### Close-up of the layout, run 1

Bar = 5 µm. Region (16, 26) to (36, 46) µm. Cells in gray, sequential cells in the stronger gray; small squares are vias.
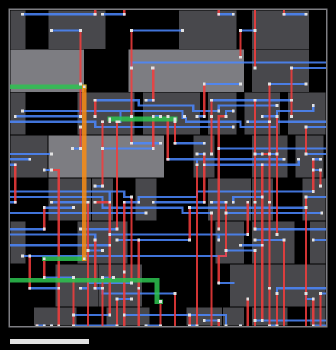
### Gate families picked out, run 1

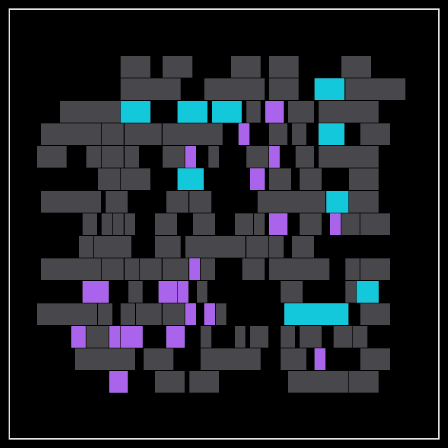
### Clock routing, run 1

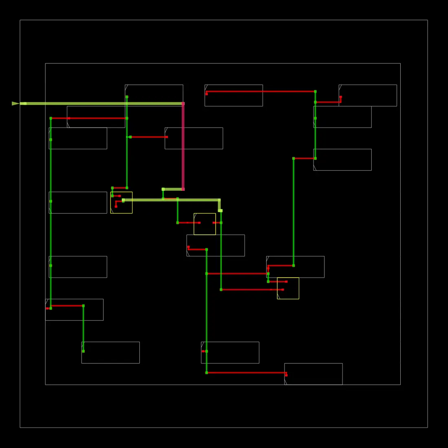
### Signal metal coverage by tile, run 1

The die is cut into 10 by 10 equal tiles; white is low, dark blue is high, scaled to the fullest tile. Values are wire area over tile area, all layers added.
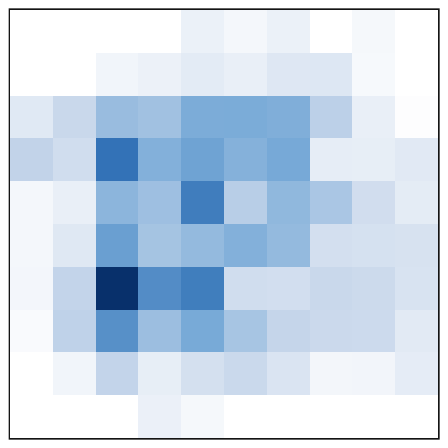
--- src/rtl/dma_bus_arbiter.sv ---
// dma_bus_arbiter
// Hands the shared tristate memory bus to either the CPU or one of NUM_CH DMA
// channels. Channel priority is fixed (index 0 highest). Ownership only changes
// when no memory access is in flight, a channel is only displaced at the end of
// one of its read+write units, and every hand-over passes through TURN_CYCLES
// dead cycles so that two bus drivers can never overlap.
// All outputs come straight from flops so the bus enables are glitch-free.

module dma_bus_arbiter #(
    parameter int NUM_CH      = 4,
    parameter int TURN_CYCLES = 1
) (
    input  logic              i_clk,
    input  logic              i_rst,
    input  logic [NUM_CH-1:0] i_dma_req,
    input  logic [NUM_CH-1:0] i_dma_boundary,
    input  logic              i_mem_wait,
    output logic [NUM_CH-1:0] o_dma_grant,
    output logic              o_cpu_grant,
    output logic              o_bus_idle,
    output logic [2:0]        o_owner_id,
    output logic              o_preempt_pulse
);

    // owner_id carries a 2-bit channel index; narrower configurations are
    // zero-extended into it.
    localparam int IDX_W = 2;

    // Last value of the 3-bit turnaround counter; TURN ends on this count.
    localparam logic [2:0] TURN_LAST = 3'(TURN_CYCLES - 1);

    typedef enum logic [1:0] {
        ST_CPU_OWN = 2'd0,
        ST_TURN    = 2'd1,
        ST_DMA_OWN = 2'd2
    } state_t;

    state_t           r_state;
    logic [2:0]       r_turn_cnt;
    logic [IDX_W-1:0] r_owner;

    logic [IDX_W-1:0]  w_winner;
    logic              w_any_req;
    logic [NUM_CH-1:0] w_winner_onehot;
    logic              w_higher_req;
    logic              w_owner_req;
    logic              w_owner_boundary;
    logic              w_turn_done;

    // Pick the lowest-index requesting channel; scanning downwards lets the
    // lowest index overwrite any higher one.
    always_comb begin
        w_winner  = '0;
        w_any_req = 1'b0;
        for (int k = NUM_CH - 1; k >= 0; k--) begin
            if (i_dma_req[k]) begin
                w_winner  = IDX_W'(k);
                w_any_req = 1'b1;
            end
        end
    end

    // One-hot form of the winner, loaded into the grant register on a hand-over.
    always_comb begin
        w_winner_onehot = '0;
        if (w_any_req) begin
            w_winner_onehot[w_winner] = 1'b1;
        end
    end

    // Does any channel with higher priority than the current owner want the bus?
    always_comb begin
        w_higher_req = 1'b0;
        for (int k = 0; k < NUM_CH; k++) begin
            if (IDX_W'(k) < r_owner) begin
                w_higher_req = w_higher_req | i_dma_req[k];
            end
        end
    end

    // Only the owning channel's request and boundary steer the DMA_OWN state.
    always_comb begin
        w_owner_req      = i_dma_req[r_owner];
        w_owner_boundary = i_dma_boundary[r_owner];
        w_turn_done      = (r_turn_cnt == TURN_LAST);
    end

    // Ownership state machine with registered bus-enable outputs.
    always_ff @(posedge i_clk) begin
        if (i_rst) begin
            r_state         <= ST_TURN;
            r_turn_cnt      <= 3'd0;
            r_owner         <= '0;
            o_dma_grant     <= '0;
            o_cpu_grant     <= 1'b0;
            o_bus_idle      <= 1'b1;
            o_owner_id      <= 3'b000;
            o_preempt_pulse <= 1'b0;
        end else begin
            o_preempt_pulse <= 1'b0;
            case (r_state)
                ST_CPU_OWN: begin
                    if (!i_mem_wait && w_any_req) begin
                        r_state     <= ST_TURN;
                        r_turn_cnt  <= 3'd0;
                        o_cpu_grant <= 1'b0;
                        o_bus_idle  <= 1'b1;
                    end
                end

                ST_TURN: begin
                    if (w_turn_done) begin
                        r_turn_cnt <= 3'd0;
                        o_bus_idle <= 1'b0;
                        if (w_any_req) begin
                            r_state     <= ST_DMA_OWN;
                            r_owner     <= w_winner;
                            o_dma_grant <= w_winner_onehot;
                            o_owner_id  <= {1'b1, w_winner};
                        end else begin
                            r_state     <= ST_CPU_OWN;
                            o_cpu_grant <= 1'b1;
                        end
                    end else begin
                        r_turn_cnt <= r_turn_cnt + 3'd1;
                    end
                end

                ST_DMA_OWN: begin
                    if (!i_mem_wait) begin
                        if (!w_owner_req) begin
                            r_state     <= ST_TURN;
                            r_turn_cnt  <= 3'd0;
                            o_dma_grant <= '0;
                            o_owner_id  <= 3'b000;
                            o_bus_idle  <= 1'b1;
                        end else if (w_owner_boundary && w_higher_req) begin
                            r_state         <= ST_TURN;
                            r_turn_cnt      <= 3'd0;
                            o_dma_grant     <= '0;
                            o_owner_id      <= 3'b000;
                            o_bus_idle      <= 1'b1;
                            o_preempt_pulse <= 1'b1;
                        end
                    end
                end

                default: begin
                    r_state     <= ST_TURN;
                    r_turn_cnt  <= 3'd0;
                    o_dma_grant <= '0;
                    o_cpu_grant <= 1'b0;
                    o_owner_id  <= 3'b000;
                    o_bus_idle  <= 1'b1;
                end
            endcase
        end
    end

endmodule

--- config.mk ---
export PLATFORM = sky130hd
export DESIGN_NAME = dma_bus_arbiter
export DESIGN_NICKNAME = d
export VERILOG_FILES = /design/src/rtl/dma_bus_arbiter.sv
export SDC_FILE = /design/constraint.sdc
export NUM_CORES = 1
export LEC_CHECK = 0
export CORE_MARGIN = 3
export CORE_UTILIZATION = 40
export CTS_BUF_LIST = sky130_fd_sc_hd__clkbuf_4
export DETAILED_ROUTE_END_ITERATION = 16
export PLACE_DENSITY = 0.67
export REMOVE_ABC_BUFFERS = 1
export SYNTH_ARGS = -nofsm -noshare
export SYNTH_HDL_FRONTEND = slang
export SYNTH_SLANG_ARGS = --single-unit
--- constraint.sdc ---
create_clock -name i_clk -period 2.47 [get_ports i_clk]
set_clock_uncertainty 0.05 [all_clocks]
set_input_delay 0.494 -clock i_clk [delete_from_list [all_inputs] [get_ports i_clk]]
set_output_delay 0.494 -clock i_clk [all_outputs]
set_load 0.005 [all_outputs]
==> impl_report.txt, run 1 <==
FLOW METRICS REPORT
----------------------------------------------------
[Outcome]
  Run status ........................ finished, final reports clean

[Power and ir drop]
  IR Drop Worst-Case VDD ........................ 0.598 mV
  Leakage ........................ 0.449 nW
  NetSw ........................ 0.000439 W
  Total power per unit cell area ........................ 981 nW/µm²
  Total power of the final layout ........................ 0.00112 W
  Sw frac ........................ 39.3%
  Power dissipated in combinational cells ........................ 0.000583 W
  Relative contribution of combinational cells to total power ........................ 52.3%
  Sequential logic power ........................ 0.000397 W

[Critical path]
  Maximum fanout along the worst path ........................ 5
  Setup slack, reg-to-reg ........................ 530 ps
  Worst flop-to-flop path startpoint ........................ r_owner[0]
  Worst Path Required ........................ 2610 ps
  Capturing instance or port of the critical path ........................ o_dma_grant[1]
  Category of the critical setup timing path ........................ in -> reg
  Capturing point of the worst reg2reg path ........................ o_dma_grant[1]

[Placed design]
  Area post-placement ........................ 1110 µm²
  Final estimated routing congestion in global placement ........................ 0.923
  Number of buffers inserted by port buffering ........................ 19
  Count of placed standard cells including taps ........................ 146

[Synth]
  Async set or reset register ratio after synthesis ........................ 0%
  Area fraction in full adders, half adders and majority gates ........................ 2.99%
  Count of flip-flops with a built-in enable after synthesis ........................ 0
  Share of synthesized area spent on multiplexers ........................ 2.69%
  Number of warnings printed during yosys synthesis ........................ 0
  Mean area per synthesized cell ........................ 8.81 µm²
  Cell types occupying the most area after synthesis ........................ sky130_fd_sc_hd__dfxtp_1 (38%), sky130_fd_sc_hd__a21oi_1 (6.0%), sky130_fd_sc_hd__nor2_1 (4.5%), sky130_fd_sc_hd__ha_1 (3.0%), sky130_fd_sc_hd__o21ai_0 (3.0%)
  Leading area contributor after synthesis ........................ sky130_fd_sc_hd__dfxtp_1
  Most instantiated cells after synthesis ........................ sky130_fd_sc_hd__dfxtp_1 (16), sky130_fd_sc_hd__a21oi_1 (10), sky130_fd_sc_hd__nor2_1 (10)
  Leading cell type by number of instances after synthesis ........................ sky130_fd_sc_hd__dfxtp_1
  Dominant non-sequential cell family after synthesis ........................ AND-OR/OR-AND gates
  Register bit count reported by yosys ........................ 16
  Distinct cells, synth ........................ 39
  Number of standard cells after synthesis ........................ 95

[CTS]
  Post-CTS resize count ........................ 0
  Buffer levels on the longest clock path ........................ 2
  CTS H-tree depth ........................ 1
  Clock buffers created by TritonCTS ........................ 3
  Root cell of the clock tree ........................ sky130_fd_sc_hd__clkbuf_4

[Final timing]
  Count of endpoints failing setup in the final report ........................ 0
  Worst Slack Setup Final ........................ 326 ps
  Worst Max-Slew Pin Slew ........................ 355 ps
  Maximum achievable frequency ........................ 466 MHz
  Max_slew headroom ........................ 76.3%
  Post-route setup TNS ........................ 0 ps
  RSZ-0062 raised after global routing ........................ false
  Final worst path period need ........................ 2140 ps
  Share of the cycle needed by the critical path after routing ........................ 86.8%
  Worst hold slack ........................ 428 ps

[Global routing]
  Via count of the first global-routing pass ........................ 777
  Layer carrying the most global-route usage ........................ met2
  Pin count of the biggest net entering global routing ........................ 10
  Wire length of the first global-routing pass ........................ 3410 µm
  Met3 global-route usage ........................ 5.44%

[Route]
  Detail-routed via count per cell ........................ 5.55
  Residual antenna-violating net count after detailed routing ........................ 0
  Highest metal layer with signal wires ........................ met4
  Routed wire length on met3 ........................ 93 µm
  Mean routed wirelength per cell ........................ 14.0 µm
  Total wirelength of the detailed-routed design ........................ 2090 µm
  Initial detailed-routing violation count ........................ 13
  Length of routed wiring on met1 ........................ 1010 µm
  Remaining routing DRC violations ........................ 0
  1st-pass router iterations ........................ 4

[Die]
  FP Rows ........................ 15
  Number of primary I/O pins ........................ 21
  Floorplan Utilization ........................ 45.5%
  Placeable core region ........................ 1840 µm²

[Layout]
  ANT cells ........................ 0
  Total Nets Final ........................ 139
  Post-route cell area ........................ 1140 µm²
  Core utilization of the finished layout ........................ 61.8%
  Most frequent cells in the layout ........................ sky130_fd_sc_hd__clkdlybuf4s50_1 (19), sky130_fd_sc_hd__dfxtp_1 (16), sky130_fd_sc_hd__nor2_1 (10), sky130_fd_sc_hd__a21oi_1 (10), sky130_fd_sc_hd__buf_4 (10)
  Largest registers ........................ o_dma_grant x4, o_owner_id x3, r_turn_cnt x3

[Flow run]
  Number of logged tool warnings ........................ 27

[Min path]
  Startpoint of the most critical hold path ........................ o_dma_grant[3]
  Worst Hold Class ........................ reg -> reg
  Sink of the worst hold path ........................ o_dma_grant[3]

----------------------------------------------------
Back to the opening pictures, 'Close-up of the layout':
met1 -> blue
met3 -> green
met2 -> red
met4 -> orange
netlist names of flops here include = o_owner_id (2), o_dma_grant (1)
most frequent = clkdlybuf4s50_1 (4)
cells with their middle in the window = 28
sequential cells in the window = 3

Back to the opening pictures, 'Gate families picked out':
NOR gates -> purple  # cells 19, most used nor2_1
AND-OR and OR-AND gates -> cyan  # cells 9, most used a32o_1
count of non-filler cells in the finished layout: 149
most common logic cell in the routed design: sky130_fd_sc_hd__clkdlybuf4s50_1
multi-input gate share of the layout cell area: 42.1%

Back to the opening pictures, 'Clock routing':
number of clock sinks seen by CTS: 16
clock network power consumption: 0.000136 W
Insertion Delay late pin: 290 ps
number of sequential cells in the layout: 16

Back to the opening pictures, 'Signal metal coverage by tile':
fullest tile = 0.56
densest ninth of the die = middle
mean over tiles = 0.12
emptiest ninth of the die = top right
tiles over half the peak = 9.0%
nearly empty tiles = 19%
vias after detailed routing: 827
GRT Util Overall: 17.5%

[run 1: critical path, stage by stage]
cell and delay, ps:
sky130_fd_sc_hd__clkdlybuf4s50_1 460, sky130_fd_sc_hd__mux4_2 520, sky130_fd_sc_hd__o311a_4 160, sky130_fd_sc_hd__o31a_1 370
sky130_fd_sc_hd__a22o_2 270
[run 1: cell type report]
| type | instances | area [µm²] |
|---|---|---|
| inverters | 5 | 18.8 |
| clock buffers | 3 | 22.5 |
| flip-flops and latches | 16 | 320 |
| multi-input cells | 71 | 479 |
| fillers | 188 | 702 |
| well taps | 25 | 31.3 |
| repair buffers | 29 | 265 |
### Pin placement, run 1

Bar = 20 µm. Pins as bars across the die edge, other pins in gray.
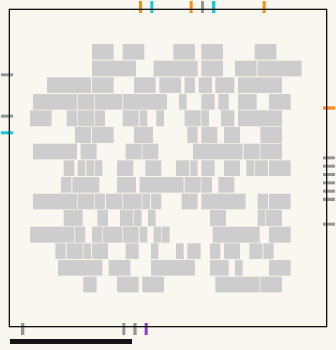

--- run 2 (diff from run 1) ---
--- a/config.mk
+++ b/config.mk
@@ -6,10 +6,10 @@
 export NUM_CORES = 1
 export LEC_CHECK = 0
 export CORE_MARGIN = 3
-export CORE_UTILIZATION = 40
+export CORE_UTILIZATION = 50
 export CTS_BUF_LIST = sky130_fd_sc_hd__clkbuf_4
 export DETAILED_ROUTE_END_ITERATION = 16
-export PLACE_DENSITY = 0.67
+export PLACE_DENSITY = 0.81
 export REMOVE_ABC_BUFFERS = 1
 export SYNTH_ARGS = -nofsm -noshare
 export SYNTH_HDL_FRONTEND = slang
### Pin placement, run 2

Bar = 10 µm. Pins as bars across the die edge, other pins in gray.
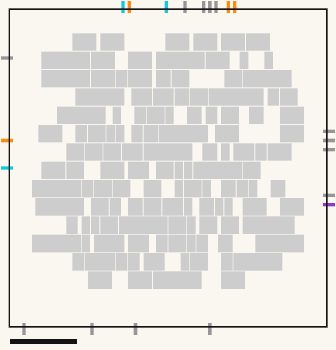
o_dma_grant -> orange  # pins 4, direction output, edge 3 top, 1 left
i_mem_wait -> purple  # pins 1, direction input, edge right
o_owner_id -> cyan  # pins 3, direction output, edge 2 top, 1 left
all pins by edge = 9 top, 5 right, 4 bottom, 3 left
number of buffers inserted by port buffering: 19
Die Y-Extent: 46.9 µm

==> impl_report.txt, run 2 <==
FLOW METRICS REPORT
----------------------------------------------------
[Outcome]
  Run status ........................ finished, final reports clean

[Route]
  Remaining routing DRC violations ........................ 0
  Residual antenna-violating net count after detailed routing ........................ 0
  Total wirelength of the detailed-routed design ........................ 2100 µm
  1st-pass router iterations ........................ 4

[Critical path]
  Worst flop-to-flop path startpoint ........................ r_owner[0]
  Setup slack, reg-to-reg ........................ 530 ps
  Maximum fanout along the worst path ........................ 5
  Capturing point of the worst reg2reg path ........................ o_dma_grant[1]
  Capturing instance or port of the critical path ........................ r_turn_cnt[0]
  Worst Path Required ........................ 2630 ps

[Global routing]
  Via count of the first global-routing pass ........................ 799
  Pin count of the biggest net entering global routing ........................ 10
  Wire length of the first global-routing pass ........................ 3240 µm
  GRT Util Overall ........................ 20.9%

[CTS]
  Root cell of the clock tree ........................ sky130_fd_sc_hd__clkbuf_4
  Clock buffers created by TritonCTS ........................ 3
  Post-CTS resize count ........................ 0
  CTS H-tree depth ........................ 1
  Insertion Delay late pin ........................ 290 ps

[Layout]
  ANT cells ........................ 0
  Total Nets Final ........................ 139
  Fraction of cell area in non-clock buffers ........................ 23.5%
  Most common logic cell in the routed design ........................ sky130_fd_sc_hd__clkdlybuf4s50_1
  Logic area ........................ 479 µm²
  Core utilization of the finished layout ........................ 73.3%
  Layout fillers ........................ 114
  Most frequent cells in the layout ........................ sky130_fd_sc_hd__clkdlybuf4s50_1 (19), sky130_fd_sc_hd__dfxtp_1 (16), sky130_fd_sc_hd__nor2_1 (10), sky130_fd_sc_hd__a21oi_1 (10), sky130_fd_sc_hd__buf_4 (10)
  Largest registers ........................ o_dma_grant x4, o_owner_id x3, r_turn_cnt x3
  Final-layout clock-cell area share ........................ 2.33%
  Number of logic gates ........................ 71
  Multi-input gate share of the layout cell area ........................ 42.4%
  Post-route cell area ........................ 1130 µm²

[Power and ir drop]
  IR Drop Worst-Case VDD ........................ 0.765 mV
  Total power of the final layout ........................ 0.00113 W
  Leakage ........................ 0.451 nW
  Sequential logic power ........................ 0.000398 W
  Sw frac ........................ 39.8%
  Power dissipated in combinational cells ........................ 0.000583 W

[Placed design]
  Area post-placement ........................ 1100 µm²
  Count of placed standard cells including taps ........................ 137

[Die]
  Number of primary I/O pins ........................ 21
  Tapcells inserted ........................ 16

[Final timing]
  Maximum achievable frequency ........................ 454 MHz
  Post-route setup TNS ........................ 0 ps
  Share of the cycle needed by the critical path after routing ........................ 89.3%
  Final worst path period need ........................ 2200 ps
  Worst Slack Setup Final ........................ 265 ps

[Synth]
  Count of flip-flops with a built-in enable after synthesis ........................ 0
  Distinct cells, synth ........................ 39
  Register bit count reported by yosys ........................ 16
  Leading area contributor after synthesis ........................ sky130_fd_sc_hd__dfxtp_1
  Number of warnings printed during yosys synthesis ........................ 0
  Async set or reset register ratio after synthesis ........................ 0%
  Share of synthesized area spent on multiplexers ........................ 2.69%

----------------------------------------------------
### Clock routing, run 2

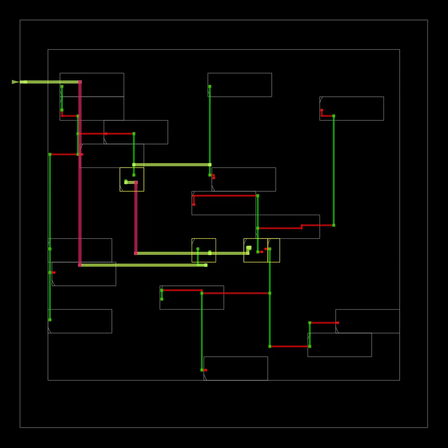
clock network power consumption: 0.000145 W
clkbuf count: 3

run 2: cell counts after synthesis:
No cell type changed its count.
run 2: metal layers:
layer	vias up	wire length, µm	global-route usage [%]
li1	418	-	-
met1	403	978	28.0
met2	22	990	31.2
met3	4	105	4.98
met4	0	29	11.0
met5	-	0	0
run 2: critical path, cell delays in order:
cell and delay (ps):
sky130_fd_sc_hd__clkdlybuf4s50_1 480, sky130_fd_sc_hd__nor4_1 580, sky130_fd_sc_hd__buf_4 220, sky130_fd_sc_hd__a21oi_1 60, sky130_fd_sc_hd__nor2_1 230, sky130_fd_sc_hd__o21ai_0 140, sky130_fd_sc_hd__a21oi_1 170
Power and IR drop assume default switching activity.
